--- src/rtl/network_interface.sv ---
// network_interface: processor<->router NI with TX/RX show-ahead FIFOs; push at edge N is visible at N+1, valid/ready backpressure on both sides.
// Optional build macro NI_LOOPBACK_EN: self-addressed TX heads skip the router and go straight into the RX FIFO.
module network_interface #(
  parameter int DATA_W     = 32,
  parameter int NODE_W     = 2,
  parameter int NODE_ID    = 0,
  parameter int FIFO_DEPTH = 4
) (
  input  logic                       clk,
  input  logic                       rst_n,
  input  logic [DATA_W-1:0]          proc_data,
  input  logic [NODE_W-1:0]          proc_dest,
  input  logic                       proc_valid,
  output logic                       mips_ni,
  output logic [DATA_W-1:0]          ni_data,
  output logic [NODE_W-1:0]          ni_src,
  output logic                       data_valid,
  input  logic                       proc_ready_in,
  output logic [DATA_W+2*NODE_W-1:0] tx_flit,
  output logic                       tx_valid,
  input  logic                       tx_ready,
  input  logic [DATA_W+2*NODE_W-1:0] rx_flit,
  input  logic                       rx_valid,
  output logic                       rx_ready,
  output logic [7:0]                 drop_cnt
);
  localparam int FW = DATA_W + 2*NODE_W;
  localparam int RW = DATA_W + NODE_W;
  localparam int AW = $clog2(FIFO_DEPTH);
  localparam int PW = AW + 1;
  localparam logic [NODE_W-1:0] MY_ID   = NODE_W'(NODE_ID);
  localparam logic [PW-1:0]     PTR_ONE = PW'(1);

  logic [FW-1:0] tx_mem [FIFO_DEPTH];
  logic [RW-1:0] rx_mem [FIFO_DEPTH];
  logic [PW-1:0] tx_wp, tx_rp, rx_wp, rx_rp;
  logic          tx_full, tx_empty, rx_full, rx_empty;
  logic [FW-1:0] tx_head;
  logic [RW-1:0] rx_head, rx_wdata;
  logic          tx_push, tx_pop, rx_acc, rx_match, rx_push, rx_pop;
  logic          lb_pending, lb_write;

  // The wrap bit separates full (same index, different lap) from empty.
  assign tx_full  = (tx_wp[AW] != tx_rp[AW]) && (tx_wp[AW-1:0] == tx_rp[AW-1:0]);
  assign tx_empty = (tx_wp == tx_rp);
  assign rx_full  = (rx_wp[AW] != rx_rp[AW]) && (rx_wp[AW-1:0] == rx_rp[AW-1:0]);
  assign rx_empty = (rx_wp == rx_rp);

  assign tx_head = tx_mem[tx_rp[AW-1:0]];
  assign rx_head = rx_mem[rx_rp[AW-1:0]];

`ifdef NI_LOOPBACK_EN
  assign lb_pending = rst_n && !tx_empty && (tx_head[FW-1 -: NODE_W] == MY_ID);
  assign lb_write   = lb_pending && !rx_full;
`else
  assign lb_pending = 1'b0;
  assign lb_write   = 1'b0;
`endif

  assign mips_ni  = rst_n && !tx_full;
  assign tx_valid = rst_n && !tx_empty && !lb_pending;
  assign tx_flit  = tx_head;
  assign tx_push  = proc_valid && mips_ni;
  assign tx_pop   = (tx_valid && tx_ready) || lb_write;

  // A pending loopback write owns the RX write port, so the router is stalled.
  assign rx_ready = rst_n && !rx_full && !lb_pending;
  assign rx_acc   = rx_valid && rx_ready;
  assign rx_match = (rx_flit[FW-1 -: NODE_W] == MY_ID);
  assign rx_push  = (rx_acc && rx_match) || lb_write;
  assign rx_wdata = lb_write ? tx_head[RW-1:0] : rx_flit[RW-1:0];

  assign data_valid = rst_n && !rx_empty;
  assign ni_data    = rx_head[DATA_W-1:0];
  assign ni_src     = rx_head[RW-1 -: NODE_W];
  assign rx_pop     = data_valid && proc_ready_in;

  always_ff @(posedge clk) begin
    if (tx_push) tx_mem[tx_wp[AW-1:0]] <= {proc_dest, MY_ID, proc_data};
    if (rx_push) rx_mem[rx_wp[AW-1:0]] <= rx_wdata;
  end

  always_ff @(posedge clk) begin
    if (!rst_n) begin
      tx_wp    <= '0;
      tx_rp    <= '0;
      rx_wp    <= '0;
      rx_rp    <= '0;
      drop_cnt <= 8'd0;
    end else begin
      if (tx_push) tx_wp <= tx_wp + PTR_ONE;
      if (tx_pop)  tx_rp <= tx_rp + PTR_ONE;
      if (rx_push) rx_wp <= rx_wp + PTR_ONE;
      if (rx_pop)  rx_rp <= rx_rp + PTR_ONE;
      if (rx_acc && !rx_match && drop_cnt != 8'hFF) drop_cnt <= drop_cnt + 8'd1;
    end
  end
endmodule

--- config.mk ---
export PLATFORM = sky130hd
export DESIGN_NAME = network_interface
export DESIGN_NICKNAME = d
export VERILOG_FILES = /design/src/rtl/network_interface.sv
export SDC_FILE = /design/constraint.sdc
export NUM_CORES = 1
export LEC_CHECK = 0
export ABC_AREA = 1
export CORE_MARGIN = 10
export CORE_UTILIZATION = 55
export DETAILED_ROUTE_END_ITERATION = 12
export PLACE_DENSITY = 0.8
export SLEW_MARGIN = 20
export SYNTH_ARGS = -nofsm -noshare
export SYNTH_HDL_FRONTEND = slang
export SYNTH_SLANG_ARGS = --single-unit
--- constraint.sdc ---
create_clock -name clk -period 7.2 [get_ports clk]
set_input_delay 1.08 -clock clk [delete_from_list [all_inputs] [get_ports clk]]
set_output_delay 1.08 -clock clk [all_outputs]
set_load 0.01 [all_outputs]
==> results.txt, run 1 <==
Here are the numbers from the latest Yosys + OpenROAD run.

The clock latency on the worst-skew pair came out at about 0.54 ns. The type of element launching the critical path is a flip-flop. The minimum period implied by the final worst setup slack is around 4.2 ns. The largest fanout of any net on the critical path is 35. The compound-gate portion of the synthesized area came out at 0.1042. The leakage component of the power came out at 4.801 nW. The number of detailed-route iterations in the first pass is 5.

The total placed instance area came out at 13230 sq um. The depth of the critical timing path with buffers and inverters included is 5. The worst setup slack after layout came out at between 2 and 3 ns.

Per the timing report, the achievable frequency comes out to 238.0 MHz. The remaining antenna violation count after routing came out at 0. The initial antenna violation count is 2. The floorplan core area is 20360 sq um. The stage delay of the slowest cell on the critical path is approximately 0.8 ns. The final timing summary puts the cycle share of the worst path at 0.5837. In this run the clock root is driven by a clkbuf_16. The flow ran to the end, and the final reports show no timing, DRC or antenna violations. Per the timing report, the most critical flop-to-flop path originates at tx_wp[1].

The number of levels in the clock H-tree is 1. The report lists the power per cell area as 255.9 nW/um^2. The starting density of the core came out at 0.5617. The die span in y came out at 164.2 microns.

The post-synthesis area per instance is 13.27 sq um. For this run, the register share of the synthesized area comes to 0.7561. Summing over the stages, the warning tally comes to 32. The gate family responsible for the most delay along the worst path is buffers and inverters. The max-slew violation count is 0. In this run the cell area of the synthesized design comes to 11440 sq um. The number of instances in the synthesized netlist came out at about 860.

The worst slew margin relative to its limit is 0.2633. The worst hold slack after final layout is 0.5174 ns. The area of the die came out at 26960 sq um.
## run 1: tightest hold or removal path, cell delays in order, from the launching register on
cell and delay (ns):
dfxtp_1 0.33, nand2_1 0.08, a21oi_1 0.06
## run 1: how the worst min path moves through the flow
stage / cells past startpoint / slack (ns) / from / to
3_5_place_dp: 2 / 0.50 / tx_rp[2] / tx_rp[2]
2_1_floorplan: 2 / 0.47 / rx_rp[1] / flip-flop
6_report: 2 / 0.52 / tx_rp[2] / tx_rp[2]
5_1_grt: 2 / 0.53 / tx_rp[2] / tx_rp[2]
3_3_place_gp: 2 / 0.49 / tx_rp[2] / tx_rp[2]
4_1_cts: 2 / 0.51 / tx_rp[2] / tx_rp[2]
## run 1: logic make-up after synthesis
logic type / after synthesis
DFF: 296
and+or+nand+nor: 242
AOI/OAI and AO/OA: 219
buffers and inverters: 85
adders and majority gates: 11
xor gates and xnor gates: 8
other: 1
## run 1: flip-flops by register name, indices dropped and copies added (netlist names), named ones only
name,flops
tx_wp,3
tx_rp,3
drop_cnt,8
tx_mem,136
rx_rp,3
rx_wp,3
rx_mem,136
## run 1: cells in the final DEF, fill, tap and decap left out, drive strengths merged
cell type	Yosys	routed
nand2	40	40
o21ai	140	140
a21oi	11	11
xnor2	2	2
edfxtp	272	272
ha	11	11
diode	0	2
buf	17	10
inv	36	36
dfxtp	24	24
xor2	6	6
nand3b	1	1
conb	1	2
nand3	24	24
o22ai	68	68
clkinvlp	0	1
clkdlybuf4s50	0	155
clkbuf	31	35
bufinv	0	2
clkinv	1	13
nand4	4	4
nor2	173	173
## run 1: cell usage after synthesis
master	n	share of area
edfxtp_1	272	0.71
nor2_1	169	0.055
o21ai_0	140	0.061
o22ai_1	68	0.037
nand2_1	38	0.012
inv_1	34	0.011
clkbuf_1	31	0.010
dfxtp_1	24	0.042
nand3_1	19	0.0083
buf_2	13	0.0057
ha_1	11	0.012
a21oi_1	8	0.0035
xor2_1	6	0.0046
a21oi_2	3	0.0023
buf_4	3	0.0020
nand3_2	3	0.0026
nand4_1	3	0.0016
inv_2	2	0.00066
nand2_2	2	0.0011
nand3_4	2	0.0031
nor2_2	2	0.0011
nor2_4	2	0.0020
xnor2_1	2	0.0015
buf_6	1	0.00098
clkinv_1	1	0.00033
conb_1	1	0.00033
nand3b_1	1	0.00066
nand4_4	1	0.0019
## run 1: cell type report
| cell class | instances | area (sq um) |
|---|---|---|
| fill | 1345 | 6188 |
| tap | 270 | 337.8 |
| multi-input combinational | 482 | 2497 |
| antenna | 2 | 5.005 |
| timing repair buffer | 165 | 1672 |
| sequential | 296 | 8651 |
| inverter | 37 | 138.9 |
| clock inverter | 15 | 126.4 |
| clock buffer | 35 | 748.2 |
## run 1: report_power, final
part | switching [W] | internal, W | leakage (nW)
Clock | 0.000598 | 0.000805 | 0.431
Sequential | 0.0000101 | 0.00191 | 2.66
Combinational | 0.000167 | 0.000141 | 1.71
Total | 0.000775 | 0.00285 | 4.80
## run 1: routing by layer
metal,share of wire,global-route usage
met5,0,0
met4,0.022,0.05686
met1,0.40,0.2261
met2,0.50,0.3074
met3,0.075,0.03529
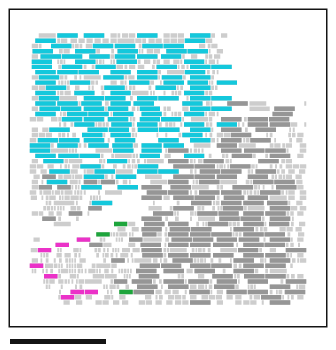
**Above:** run 1 (sequential cells grouped by signal name).
The bar under the picture is 50 microns long. Other sequential cells in the stronger gray, the rest of the logic in the fainter gray.
[`tx_mem`] cyan | sequential cells: 136
[`rx_wp`] green | sequential cells: 3
[`drop_cnt`] magenta | sequential cells: 8 | where: bottom left
not colored: 149
sequential share of cell area: 0.6102
core occupancy in the finished layout: 0.6961
area taken by flip-flops and latches: 8651 sq um
Seq. pwr: 0.00192 W

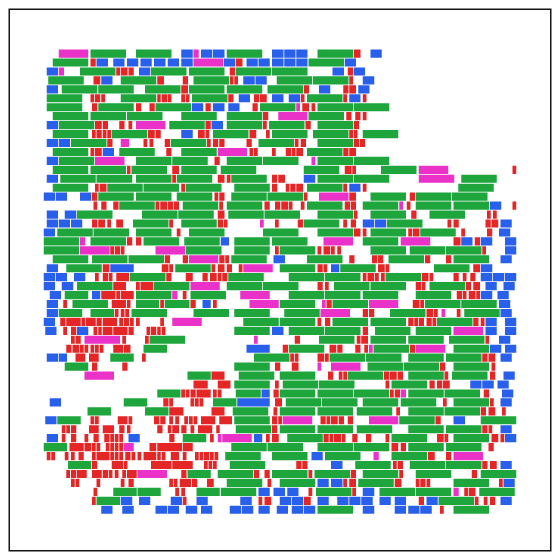
**Above:** run 1 (placement by cell class).
[all other logic] red | cells: 519 | share of their area: 19%
[clock drivers and dummy loads] magenta | cells: 50 | share of their area: 6.3%
[other buffers and delay cells] blue | cells: 165 | share of their area: 12%
[flip-flops] green | cells: 296 | share of their area: 63%
Non-Filler Cell Area, Final: 14180 sq um
Cell Rows: 52

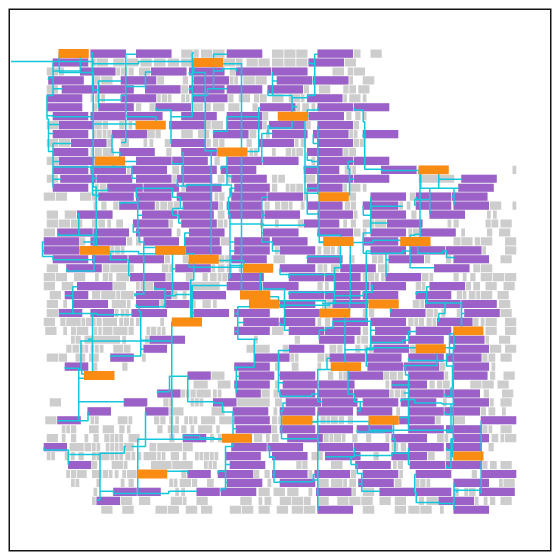
**Above:** run 1 (routed clock nets over the placement).
[clock wires] cyan | length: 3070 microns
[cells driving clock nets] orange | count: 28
[flip-flops] purple | count: 296
routed clock nets: 29
flops lie: all over the die

**Run 1: drive-strength map**

The bar under the picture is 50 microns long.
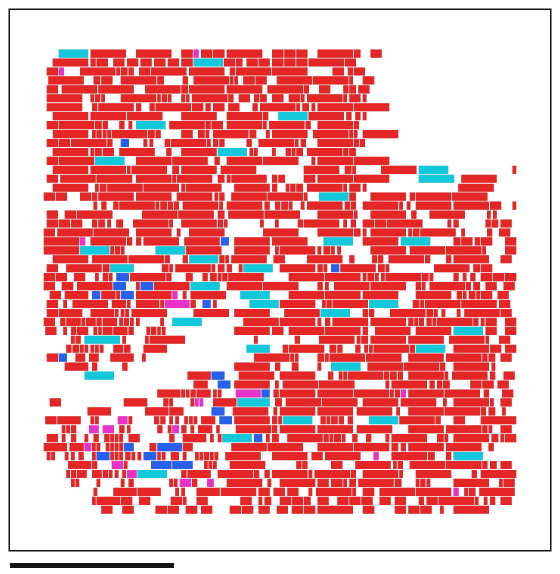

==> run 1 -> run 2 <==
CORE_UTILIZATION = 54   (was 55)
PLACE_DENSITY = 0.79   (was 0.8)
clock period = 4.3 ns   (was 7.2 ns; I/O delays follow)
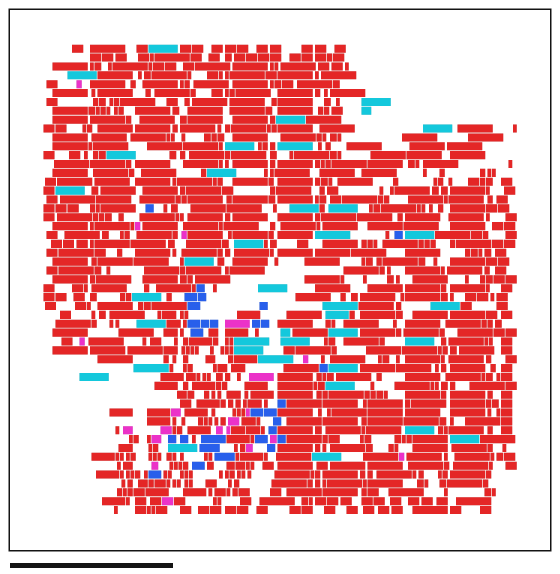
**Above:** run 2 (drive-strength map).
The bar under the picture is 50 microns long.
[drive 1 or less] red | cells: 953 | share: 92%
[drive 2] magenta | cells: 20 | share: 1.9%
[drive 3 to 4] blue | cells: 29 | share: 2.8%
[drive 6 and up] cyan | cells: 38 | share: 3.7%

==> run 2 against run 1 <==
Net effect:
- register-to-register slack got worse by 2.5 ns
- worst hold slack worse by 0.0056 ns
- critical path depth up 1
- via count fell by 0.21%
- sequential share of layout area shrank 0.58 points
- largest power group unchanged
==> results.txt, run 2 <==
Here are the numbers from the latest Yosys + OpenROAD run.

The flow ran to the end, and the final reports show no timing, DRC or antenna violations. In the final report, the number of pins over their slew limit comes to 0. The count of flip-flops with a built-in enable after synthesis came out at between 200 and 300. The area of the die came out at around 27000 sq um. The starting density of the core is 0.5459. The number of rows in the core area came out at roughly 53. The worst setup path is launched from a flip-flop. The largest fanout of any net on the critical path is 35. The floorplan core area came out at 20960 sq um. The worst slew margin relative to its limit is 0.5315. The cell area after technology mapping came out at 11440 sq um. The number of instances in the synthesized netlist is 862.

In the layout the commonest cells are 272 x edfxtp_1, 162 x nor2_1, 155 x clkdlybuf4s50_1, 140 x o21ai_0, 68 x o22ai_1. Dividing the final minimum period by the clock period gives 0.8023. The stage delay of the slowest cell on the critical path is 0.59 ns. The tally of OpenROAD warnings is 32. The number of antenna cells inserted is 0. Looking at the cell usage after synthesis, the top flip-flop cell is edfxtp_1. The tree is rooted in a clkbuf_16. For reference, the top cells by count after synthesis are 272 x edfxtp_1, 169 x nor2_1, 140 x o21ai_0.

The peak clock frequency supported by timing is between 200 and 300 MHz.
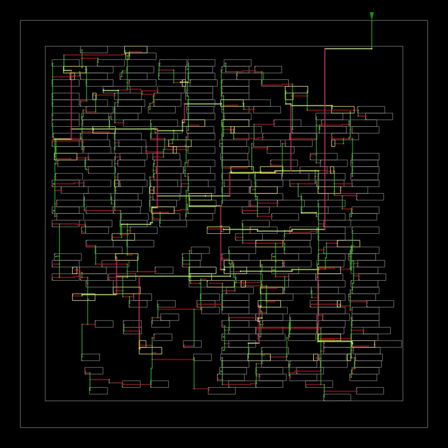
**Above:** run 2 (clock wiring as the flow saved it).
worst-case clock skew: 0.02073 ns
clk sink count: 296
clock buffers: 33
clock latency at the later pin of the worst-skew pair: 0.54 ns

run 2: cell count changes in the layout (fill, tap and decap cells not counted), moves of 2 or more:
cell / change
buf_4: +9
bufinv_16: +4
clkbuf_1: -2
diode_2: -2
inv_6: +2
run 2: worst reg2reg max path, stage by stage (launching register included):
cell,delay (ns)
dfxtp_1,0.42
xor2_1,0.16
nor2_1,0.07
nand2_1,0.10
nand3_1,0.37
nor2_4,0.18
buf_4,0.44
run 2: cells by family after synthesis:
family                     Yosys count  synth area share
and+or+nand+nor                    242           0.09024
buffers and inverters               85           0.03096
other                                1         0.0003278
AOI/OAI and AO/OA                  219            0.1042
DFF                                296            0.7561
adders and majority gates           11           0.01203
xor gates and xnor gates             8          0.006126
run 2: routing by layer:
layer | up-vias | track usage | wire [microns]
met5 | - | 0 | 0
met4 | 0 | 0.05986 | 538
met3 | 46 | 0.03223 | 1769
met2 | 266 | 0.3060 | 12490
met1 | 3503 | 0.2009 | 9413
li1 | 3450 | - | -
run 2: area by class of cell:
cell class / count / area (sq um)
Inverter: 37 / 138.9
Clock inverter: 20 / 254.0
Tap cell: 275 / 344.1
Sequential cell: 296 / 8651
Clock buffer: 33 / 740.7
Fill cell: 1427 / 6643
Multi-Input combinational cell: 482 / 2492
Timing Repair Buffer: 172 / 1692
run 2: where the power goes:
part	switching (W)	leakage, nW	internal [W]
clock network	0.00101	0.487	0.00159
registers	0.0000166	2.66	0.00319
logic	0.000278	1.74	0.000239
run 2: per-stage QoR:
step	std cells	instance area [sq um]	worst slack [ns]	hold WS (ns)	total power (W)
after global routing	1315	14310	0.6475	0.5416	0.006547
after detailed placement	1262	13320	1.065	0.5050	0.003787
final	1315	14310	0.8500	0.5117	0.006328
after floorplan	863	11440	1.278	0.4723	0.003485
after global placement	1262	13320	1.107	0.4953	0.003777
after CTS	1315	14310	0.8502	0.5147	0.006375
run 2: final timing paths:
| path | start | end | slack (ns) | cells after the start |
|---|---|---|---|---|
| max | flip-flop | tx_flit[24] | 0.85 | 6 |
| min | tx_wp[2] | tx_wp[2] | 0.51 | 2 |
| max reg2reg | tx_wp[1] | tx_mem[0][26] | 2.17 | 6 |
| min reg2reg | tx_wp[2] | tx_wp[2] | 0.51 | 2 |
**Run 2: placement by cell class**

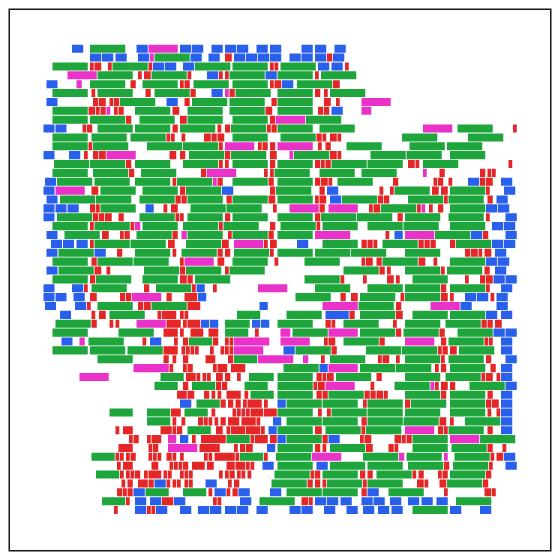

==> run 2 -> run 3 <==
clock period = 3.5 ns   (was 4.3 ns; I/O delays follow)
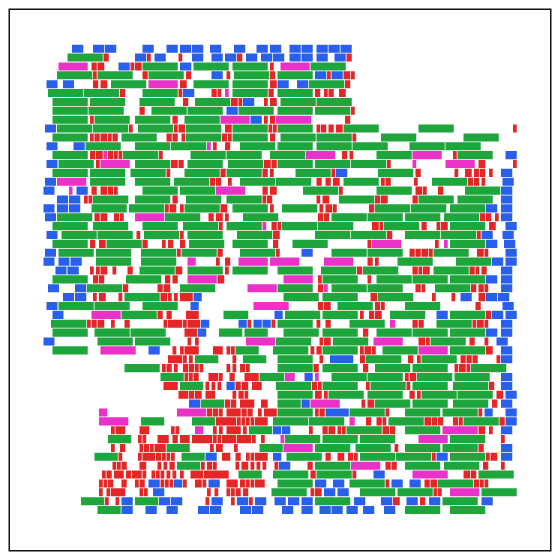
**Above:** run 3 (placement by cell class).
[other buffers and delay cells] blue | cells: 173 | share of their area: 12%
[flip-flops] green | cells: 296 | share of their area: 62%
[all other logic] red | cells: 519 | share of their area: 19%
[clock drivers and dummy loads] magenta | cells: 50 | share of their area: 6.8%

==> run 3 against run 2 <==
Net effect:
- critical endpoint is now tx_flit[25]
- global-route usage grew 0.46 points
- core utilization shrank 0.096 points
- worst hold slack got worse by 0.0050 ns
- sequential share of layout area is 0.085 points higher
- total power is 21% higher
- count of clock-buffer cells in the layout rose by 3
- via count down 0.23%
- synthesized cell count is the same
- critical path type unchanged
- critical path depth decreased by 2
- non-clock buffer count is 1 higher
- register-to-register slack got worse by 0.84 ns
==> results.txt, run 3 <==
Here are the numbers from the latest Yosys + OpenROAD run.

The clock latency on the worst-skew pair is between 0.5 and 0.6 ns. For this run, asynchronously set or reset flops after synthesis account for 0. The share of the synthesized netlist area taken by xor and xnor gates is 0.006126. Across all checked pins, the minimum headroom to the slew limit is 0.4637. The remaining antenna violation count after routing came out at 0. The post-synthesis area per instance is 13.27 sq um. The completed layout was analyzed and its total power is 0.007682 W. The number of violations of the max-capacitance limit is 0.

The number of sinks handled by clock tree synthesis came out at 296. The post-synth count of flops with an enable pin is around 270. The number of instances in the synthesized netlist came out at 862. The die extent in x is 165.5 microns. In this run the worst path has a maximum fanout of around 68. The number of detailed-route iterations in the first pass came out at 5.

Setup repair after global routing left no endpoint under its margin. By area the synthesized netlist is led by edfxtp_1 71%, o21ai_0 6.1%, nor2_1 5.5%. The main logic family after synthesis is AND-OR/OR-AND gates. The post-route clock period utilization came out at 0.8729. The number of levels in the clock H-tree is 1. The starting density of the core is 0.5459. The flow reports an fmax of 327.3 MHz. The cell area after technology mapping is 11440 sq um.

Yosys reports that the most numerous cell types are 272 x edfxtp_1, 169 x nor2_1, 140 x o21ai_0. The power report puts the leakage power at about 4.9 nW. The total power per unit cell area is roughly 540 nW/um^2. For this run, the script counts the antenna cells in the layout as 0.

The top cell types in the final layout, fill and taps aside, are 272 x edfxtp_1, 162 x nor2_1, 155 x clkdlybuf4s50_1, 140 x o21ai_0, 68 x o22ai_1. The top logic cell by instance count in the layout is edfxtp_1. Per the synthesis report, the simple-gate share of the synthesized area is 0.09024. The initial antenna violation count was 0. The flow ran to the end, and the final reports show no timing, DRC or antenna violations. The initialized floorplan defines 53 standard-cell rows. The final core utilization came out at 0.6821. The area of the die came out at between 20000 and 30000 sq um.

The fraction of the yosys area taken by sequential cells came out at 0.7561. The area share of the largest cell type after synthesis is 0.7141. The tally of OpenROAD warnings is 32. Per the synthesis report, the dominant area consumer among library cells is edfxtp_1. The synthesized-area fraction occupied by adder cells is 0.01203. The most frequent cell after synthesis is edfxtp_1. The proportion of synthesized area in mux cells is 0. The minimum period implied by the final worst setup slack came out at 3.055 ns.

The compound-gate portion of the synthesized area came out at 0.1042. The die span in y is 165.5 microns.
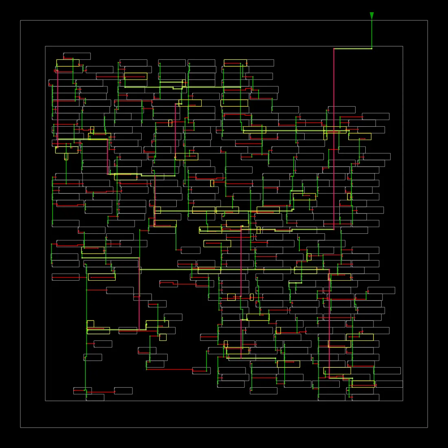
**Above:** run 3 (clock wiring as the flow saved it).
layout sequential cell count: 296
worst-case clock skew: 0.01382 ns

[run 3: cell counts after synthesis]
No cell type changed its count.
[run 3: stage by stage]
| step | cells | setup slack [ns] | area (sq um) | hold slack, ns |
|---|---|---|---|---|
| 6_report | 1313 | 0.4447 | 14290 | 0.5067 |
| 5_1_grt | 1313 | 0.2778 | 14290 | 0.5549 |
| 4_1_cts | 1313 | 0.3930 | 14290 | 0.5057 |
| 3_5_place_dp | 1263 | 0.6263 | 13340 | 0.4963 |
| 3_3_place_gp | 1263 | 0.6657 | 13340 | 0.4955 |
| 2_1_floorplan | 863 | 0.5984 | 11440 | 0.4723 |
[run 3: area by class of cell]
cell class,count,area (sq um)
clock buffer,36,752.0
inverter,37,138.9
fill,1444,6663
clock inverter,14,202.7
multi-input combinational,482,2492
sequential,296,8651
timing repair buffer,173,1712
tap,275,344.1
[run 3: final timing paths]
check	from	endpoint	slack (ns)	depth (start not counted)
max	flip-flop	tx_flit[25]	0.44	4
min	rx_rp[2]	rx_rp[2]	0.51	2
max reg2reg	tx_wp[1]	tx_mem[2][16]	1.33	6
min reg2reg	rx_rp[2]	rx_rp[2]	0.51	2
[run 3: kinds of logic (layout without fill, tap and decap cells)]
kind of cell,after synthesis,after routing
flip-flops,296,296
AND/OR/NAND/NOR,242,242
AND-OR/OR-AND,219,219
buffers and inverters,85,260
adder cells (fa/ha/maj),11,11
XOR/XNOR,8,8
other,1,2
[run 3: worst max-delay path, cell delays in order, from the launching register on]
cell and delay [ns]:
dfxtp_2 0.32, buf_4 0.53, o21ai_0 0.20, o22ai_1 0.32, clkdlybuf4s50_1 0.61
[run 3: routing by layer]
metal  GRT usage  wire [microns]  vias to the layer above
met4     0.04749             513                        0
met2      0.3144           12730                      305
met1      0.2103            9396                     3446
li1            -               -                     3457
met5           0               0                        -
met3     0.03570            2146                       40
[run 3: power breakdown]
part / switching (W) / leakage [nW] / internal (W) / total, W
clock: 0.00122 / 0.454 / 0.00188 / 0.00310
sequential: 0.0000208 / 2.66 / 0.00392 / 0.00394
combinational: 0.000345 / 1.75 / 0.000296 / 0.000641
Power and IR drop assume default switching activity.
